File: config.mk
export PLATFORM = sky130hd
export DESIGN_NAME = seq_detect_ctrl
export DESIGN_NICKNAME = d
export VERILOG_FILES = /design/src/rtl/seq_ctrl_pkg.sv /design/src/rtl/seq_match_core.sv /design/src/rtl/seq_detect_ctrl.sv
export SDC_FILE = /design/constraint.sdc
export NUM_CORES = 1
export LEC_CHECK = 0
export ABC_AREA = 1
export CELL_PAD_IN_SITES_DETAIL_PLACEMENT = 1
export CELL_PAD_IN_SITES_GLOBAL_PLACEMENT = 1
export CORE_ASPECT_RATIO = 2
export CORE_MARGIN = 1.5
export CORE_UTILIZATION = 43
export DETAILED_ROUTE_END_ITERATION = 6
export PLACE_DENSITY_LB_ADDON = 0.1
export SYNTH_ARGS = -nofsm -noshare
export SYNTH_HDL_FRONTEND = slang
export SYNTH_HIERARCHICAL = 1
export SYNTH_SLANG_ARGS = --single-unit
File: constraint.sdc
create_clock -name clk -period 8.66 [get_ports clk]
set_input_delay 1.732 -clock clk [delete_from_list [all_inputs] [get_ports clk]]
set_output_delay 1.732 -clock clk [all_outputs]
set_load 0.05 [all_outputs]
File: src/rtl/seq_ctrl_pkg.sv
// Shared types and helpers for the serial sequence detector.
// Holds the controller state encoding and the pattern mask helper.
package seq_ctrl_pkg;

    typedef enum logic [1:0] {
        IDLE,
        ARMED,
        SHIFT,
        DONE
    } ctrl_state_t;

    localparam int DATA_W_DEF  = 8;
    localparam int PAT_MAX_DEF = 8;
    localparam int CNT_W_DEF   = 16;
    localparam int MASK_MAX    = 64;

    // Low len bits set; callers truncate to their pattern width.
    function automatic logic [MASK_MAX-1:0] len_mask(input int len);
        logic [MASK_MAX-1:0] m;
        m = '0;
        for (int i = 0; i < MASK_MAX; i++) begin
            m[i] = (i < len);
        end
        return m;
    endfunction

endpackage

File: src/rtl/seq_match_core.sv
// Bit-serial pattern matcher: history shift register and masked compare.
// History only counts as valid once enough bits arrived since the last clear.
module seq_match_core
    import seq_ctrl_pkg::*;
#(
    parameter int PAT_MAX = PAT_MAX_DEF,
    localparam int LEN_W  = $clog2(PAT_MAX) + 1
) (
    input  logic               clk,
    input  logic               reset_n,
    input  logic               shift_en,
    input  logic               shift_bit,
    input  logic               clr,
    input  logic [PAT_MAX-1:0] cfg_pattern,
    input  logic [LEN_W-1:0]   cfg_len,
    input  logic               cfg_overlap,
    output logic               hit
);

    logic [PAT_MAX-1:0] history;
    logic [PAT_MAX-1:0] new_hist;
    logic [PAT_MAX-1:0] mask;
    logic [LEN_W-1:0]   hist_cnt;
    logic [LEN_W:0]     cnt_next;

    assign new_hist = {history[PAT_MAX-2:0], shift_bit};
    assign mask     = PAT_MAX'(len_mask(int'(cfg_len)));
    assign cnt_next = {1'b0, hist_cnt} + (LEN_W+1)'(1);

    assign hit = shift_en
               && (cnt_next >= {1'b0, cfg_len})
               && (((new_hist ^ cfg_pattern) & mask) == '0);

    // Shift history and track how many valid bits it holds.
    always_ff @(posedge clk or negedge reset_n) begin
        if (!reset_n) begin
            history  <= '0;
            hist_cnt <= '0;
        end else if (clr) begin
            history  <= '0;
            hist_cnt <= '0;
        end else if (shift_en) begin
            if (hit && !cfg_overlap) begin
                history  <= '0;
                hist_cnt <= '0;
            end else begin
                history <= new_hist;
                if (hist_cnt < cfg_len) begin
                    hist_cnt <= cnt_next[LEN_W-1:0];
                end
            end
        end
    end

endmodule

File: src/rtl/seq_detect_ctrl.sv
// Word-to-bit scheduler around the pattern matcher.
// Owns the run FSM, word register, bit index and match counter.
module seq_detect_ctrl
    import seq_ctrl_pkg::*;
#(
    parameter int DATA_W  = DATA_W_DEF,
    parameter int PAT_MAX = PAT_MAX_DEF,
    parameter int CNT_W   = CNT_W_DEF,
    localparam int LEN_W  = $clog2(PAT_MAX) + 1
) (
    input  logic               clk,
    input  logic               reset_n,
    input  logic               cfg_valid,
    output logic               cfg_ready,
    input  logic [PAT_MAX-1:0] cfg_pattern,
    input  logic [LEN_W-1:0]   cfg_len,
    input  logic               cfg_overlap,
    input  logic [CNT_W-1:0]   cfg_target,
    output logic               cfg_err,
    input  logic               start,
    input  logic               abort,
    input  logic               in_valid,
    output logic               in_ready,
    input  logic [DATA_W-1:0]  in_data,
    output logic               bit_valid,
    output logic               bit_out,
    output logic               match,
    output logic [CNT_W-1:0]   match_count,
    output logic               busy,
    output logic               done
);

    localparam int IDX_W = (DATA_W > 1) ? $clog2(DATA_W) : 1;

    ctrl_state_t        state;
    logic               cfg_loaded;
    logic [PAT_MAX-1:0] pat_q;
    logic [LEN_W-1:0]   len_q;
    logic               ovl_q;
    logic [CNT_W-1:0]   tgt_q;
    logic [DATA_W-1:0]  word;
    logic [IDX_W-1:0]   idx;

    logic               cfg_hs;
    logic               len_ok;
    logic               go;
    logic               shift_en;
    logic               cur_bit;
    logic               hit;
    logic [CNT_W-1:0]   cnt_inc;
    logic               tgt_hit;

    assign cfg_ready = (state == IDLE) || (state == DONE);
    assign in_ready  = (state == ARMED);
    assign busy      = (state == ARMED) || (state == SHIFT);
    assign done      = (state == DONE);

    assign cfg_hs   = cfg_valid && cfg_ready;
    assign len_ok   = (cfg_len != '0) && (cfg_len <= LEN_W'(PAT_MAX));
    assign go       = !abort && cfg_ready && start && cfg_loaded && !cfg_hs;
    assign shift_en = !abort && (state == SHIFT);
    assign cur_bit  = word[idx];
    assign cnt_inc  = (&match_count) ? match_count : match_count + CNT_W'(1);
    assign tgt_hit  = hit && (tgt_q != '0) && (cnt_inc == tgt_q);

    seq_match_core #(
        .PAT_MAX (PAT_MAX)
    ) u_core (
        .clk         (clk),
        .reset_n     (reset_n),
        .shift_en    (shift_en),
        .shift_bit   (cur_bit),
        .clr         (go),
        .cfg_pattern (pat_q),
        .cfg_len     (len_q),
        .cfg_overlap (ovl_q),
        .hit         (hit)
    );

    // Run FSM with config latch, word serializer and match counter.
    always_ff @(posedge clk or negedge reset_n) begin
        if (!reset_n) begin
            state       <= IDLE;
            cfg_loaded  <= 1'b0;
            pat_q       <= '0;
            len_q       <= '0;
            ovl_q       <= 1'b0;
            tgt_q       <= '0;
            word        <= '0;
            idx         <= '0;
            match_count <= '0;
            bit_valid   <= 1'b0;
            bit_out     <= 1'b0;
            match       <= 1'b0;
            cfg_err     <= 1'b0;
        end else begin
            bit_valid <= 1'b0;
            match     <= 1'b0;
            cfg_err   <= 1'b0;
            if (abort) begin
                state <= IDLE;
            end else begin
                unique case (state)
                    IDLE, DONE: begin
                        if (cfg_hs) begin
                            if (len_ok) begin
                                pat_q      <= cfg_pattern;
                                len_q      <= cfg_len;
                                ovl_q      <= cfg_overlap;
                                tgt_q      <= cfg_target;
                                cfg_loaded <= 1'b1;
                            end else begin
                                cfg_err <= 1'b1;
                            end
                        end else if (go) begin
                            state       <= ARMED;
                            match_count <= '0;
                        end
                    end
                    ARMED: begin
                        if (in_valid) begin
                            word  <= in_data;
                            idx   <= IDX_W'(DATA_W - 1);
                            state <= SHIFT;
                        end
                    end
                    SHIFT: begin
                        bit_valid <= 1'b1;
                        bit_out   <= cur_bit;
                        match     <= hit;
                        if (hit) begin
                            match_count <= cnt_inc;
                        end
                        if (tgt_hit) begin
                            state <= DONE;
                        end else if (idx == '0) begin
                            state <= ARMED;
                        end else begin
                            idx <= idx - IDX_W'(1);
                        end
                    end
                    default: state <= IDLE;
                endcase
            end
        end
    end

endmodule

==> impl_metrics.csv <==
group,metric,value,unit
synthesis,synth_sequential_area_ratio,39.91,%
critical_path,critical_path.slowest_cell,"sky130_fd_sc_hd__nor2_1",
synthesis,share_of_yosys_cell_area_claimed_by_the_top_area_cell_type,39.91,%
synthesis,synth_dominant_cell_count,"sky130_fd_sc_hd__nand2_1",
min_path,min-delay-path-class,"register to register",
global_routing,first_pass_grt_wire_length,23.82,mm
power_and_ir_drop,seqPwrFrac,30.4,%
power_and_ir_drop,p_comb,1.12,mW
clocking,clock_tree.htree_level_count,3,
synthesis,synthesis.area_per_instance,7.447,um^2
global_routing,grt_remaining_overflow,0,
clocking,insertion_delay,340,ps
clocking,cts.root.buffer_cell,"sky130_fd_sc_hd__clkbuf_16",
drt,detail_route.iter0.violations,169,
sta,postLayoutSetupSlackWorst,4315,ps
placement,post_place_setup_slack,3941,ps
die,io_pins,67,
critical_path,path_cells,"clkdlybuf4s50_1, nor2_1, nand2_1, inv_1, nand2_2, nor4_1, nand2_1, nor2_1, a31oi_1, nor3_2, buf_4, nand2_1, o22ai_1",
power_and_ir_drop,pwr-share-clk,17.4,%
layout,antenna-diode-count,0,
layout,stdcell_count,831,
layout,drive_above_1_share,10.09,%
die,floorplan.die.height,149.9,um
synthesis,synth.yosys.warnings,6,
clocking,clock_tree_from_tritoncts,"done",
sta,unrepaired_setup_endpoints_after_global_routing,"no",
power_and_ir_drop,switching_share,48.31,%
synthesis,synth_nets,681,
sta,skew,8.081,ps
job,drv_cap,0,
drt,via_count,4366,
synthesis,ys_async_sr_fraction,100.0,%
drt,antenna_violating_nets_remaining,0,
clocking,postCtsHoldBufs,0,
critical_path,cpPeakStageDelay,590,ps
drt,drt-vias-per-instance,5.254,
critical_path,path_common_cell,"sky130_fd_sc_hd__nand2_1",
sta,max-slew-margin-rel,34.05,%
outcome,status,"finished clean",
die,floorplan.die.width,76.45,um
synthesis,syn_area,4639,um^2
synthesis,postSynthCellCount,623,
registers in the layout, summed over array words and instances (netlist names):
name / cells
cfg_err: 1
bit_valid: 1
idx: 3
bit_out: 1
pat_q: 8
tgt_q: 16
match_count: 16
len_q: 4
u_core/hist_cnt: 4
word: 8
state: 2
cfg_loaded: 1
match: 1
u_core/history: 7
ovl_q: 1
area by class of cell:
cell class / count / area (um^2) / area share (%)
clock buffer: 12 / 246.5 / 4.319
clock inverter: 3 / 40.04 / 0.7016
inverter: 93 / 351.6 / 6.161
multi-input combinational: 444 / 2372 / 41.57
sequential: 74 / 1852 / 32.45
tap: 137 / 171.4 / 3.004
timing repair buffer: 68 / 673.1 / 11.80
metrics by stage:
stage	cell area (um^2)	util (%)	hold slack (ps)	total power, mW
after floorplan	4639	-	434.9	1.394
after global placement	5420	51.73	448.0	1.702
after detailed placement	5420	51.73	450.5	1.763
after CTS	5707	54.47	465.4	2.156
after global routing	5707	54.47	512.6	2.297
final	5707	54.47	462.8	2.138
logic make-up (layout without fill, tap and decap cells):
kind of cell / count (synthesis) / in the layout / share of synthesized area (%)
AOI/OAI and AO/OA: 71 / 71 / 8.388
muxes: 19 / 19 / 4.612
buffers and inverters: 105 / 176 / 9.061
DFF: 74 / 74 / 39.91
xor gates and xnor gates: 11 / 11 / 2.239
adders and majority gates: 15 / 15 / 4.045
and+or+nand+nor: 328 / 328 / 31.74
metal layers:
metal	wire, um	share of wire (%)	up-vias	track usage (%)
li1	-	-	2113	-
met1	4830	33	2124	23.51
met2	8902	60	87	57.41
met3	299	2.0	42	3.476
met4	724	4.9	0	15.65
met5	0	0	-	0
path summary, 6_finish.rpt:
| check | endpoint | startpoint | slack [ps] | depth (start not counted) |
|---|---|---|---|---|
| max in group asynchronous | tgt_q[2]$_DFFE_PN0P_ | reset_n | 6460 | 1 |
| min reg2reg | cfg_loaded$_DFFE_PN0P_ | cfg_loaded$_DFFE_PN0P_ | 460 | 2 |
| max | match_count[3]$_DFFE_PN0P_ | abort | 4320 | 13 |
| max reg2reg | match_count[3]$_DFFE_PN0P_ | state[0]$_DFFE_PN0P_ | 5270 | 16 |
| min in group asynchronous | match_count[4]$_DFFE_PN0P_ | reset_n | 1520 | 1 |
| min | cfg_loaded$_DFFE_PN0P_ | cfg_loaded$_DFFE_PN0P_ | 460 | 2 |
cells in the final DEF (no fill, tap or decap), drive strengths merged:
cell type | synthesis | final
o211ai | 1 | 1
inv | 92 | 92
o22ai | 13 | 13
nor4 | 1 | 1
a21oi | 25 | 25
and3 | 1 | 1
nand4 | 11 | 11
bufinv | 0 | 1
mux2 | 19 | 19
ha | 15 | 15
nand3 | 52 | 52
o21bai | 1 | 1
dfrtp | 74 | 74
xnor2 | 1 | 1
o21ai | 27 | 27
buf | 5 | 3
nor3 | 8 | 8
clkbuf | 7 | 12
a32oi | 1 | 1
nor2 | 86 | 86
a31oi | 2 | 2
nand2 | 169 | 169
clkdlybuf4s50 | 0 | 65
a21boi | 1 | 1
clkinv | 1 | 3
xor2 | 10 | 10
tightest hold or removal path, stage by stage (launching register included):
cell	delay [ps]
sky130_fd_sc_hd__dfrtp_1	340
sky130_fd_sc_hd__inv_1	40
sky130_fd_sc_hd__nand2_1	50
### Metal 2

The bar under the picture is 20 um long.
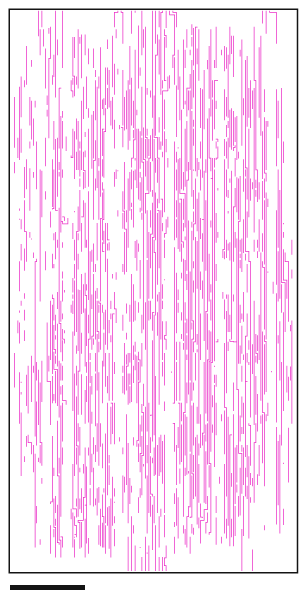
wire length on this layer	8900 um
share of all routed wire	60%
nets with wire on the layer	668

### Wiring by layer

Only two layers are drawn.
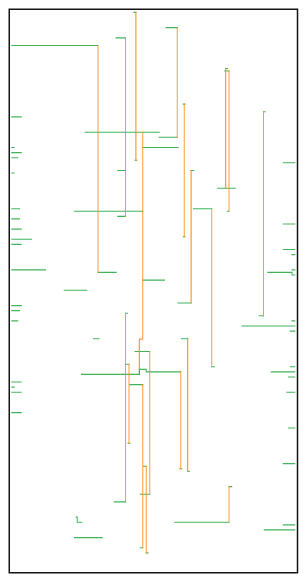
layer	color	wire length
met4	orange	724 um
met3	green	299 um

### Sequential cells grouped by signal name

Other sequential cells in the stronger gray, the rest of the logic in the fainter gray.
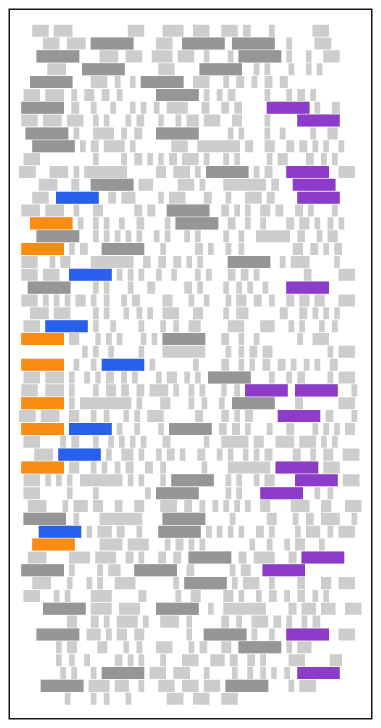
name in the netlist	color	flops
u_core/history	blue	7
pat_q	orange	8
match_count	purple	16
P_seq: 650 uW
sequential share of cell area: 32.45%
Finished Core Util: 54.47%

Power is estimated from default activity; no workload was simulated.
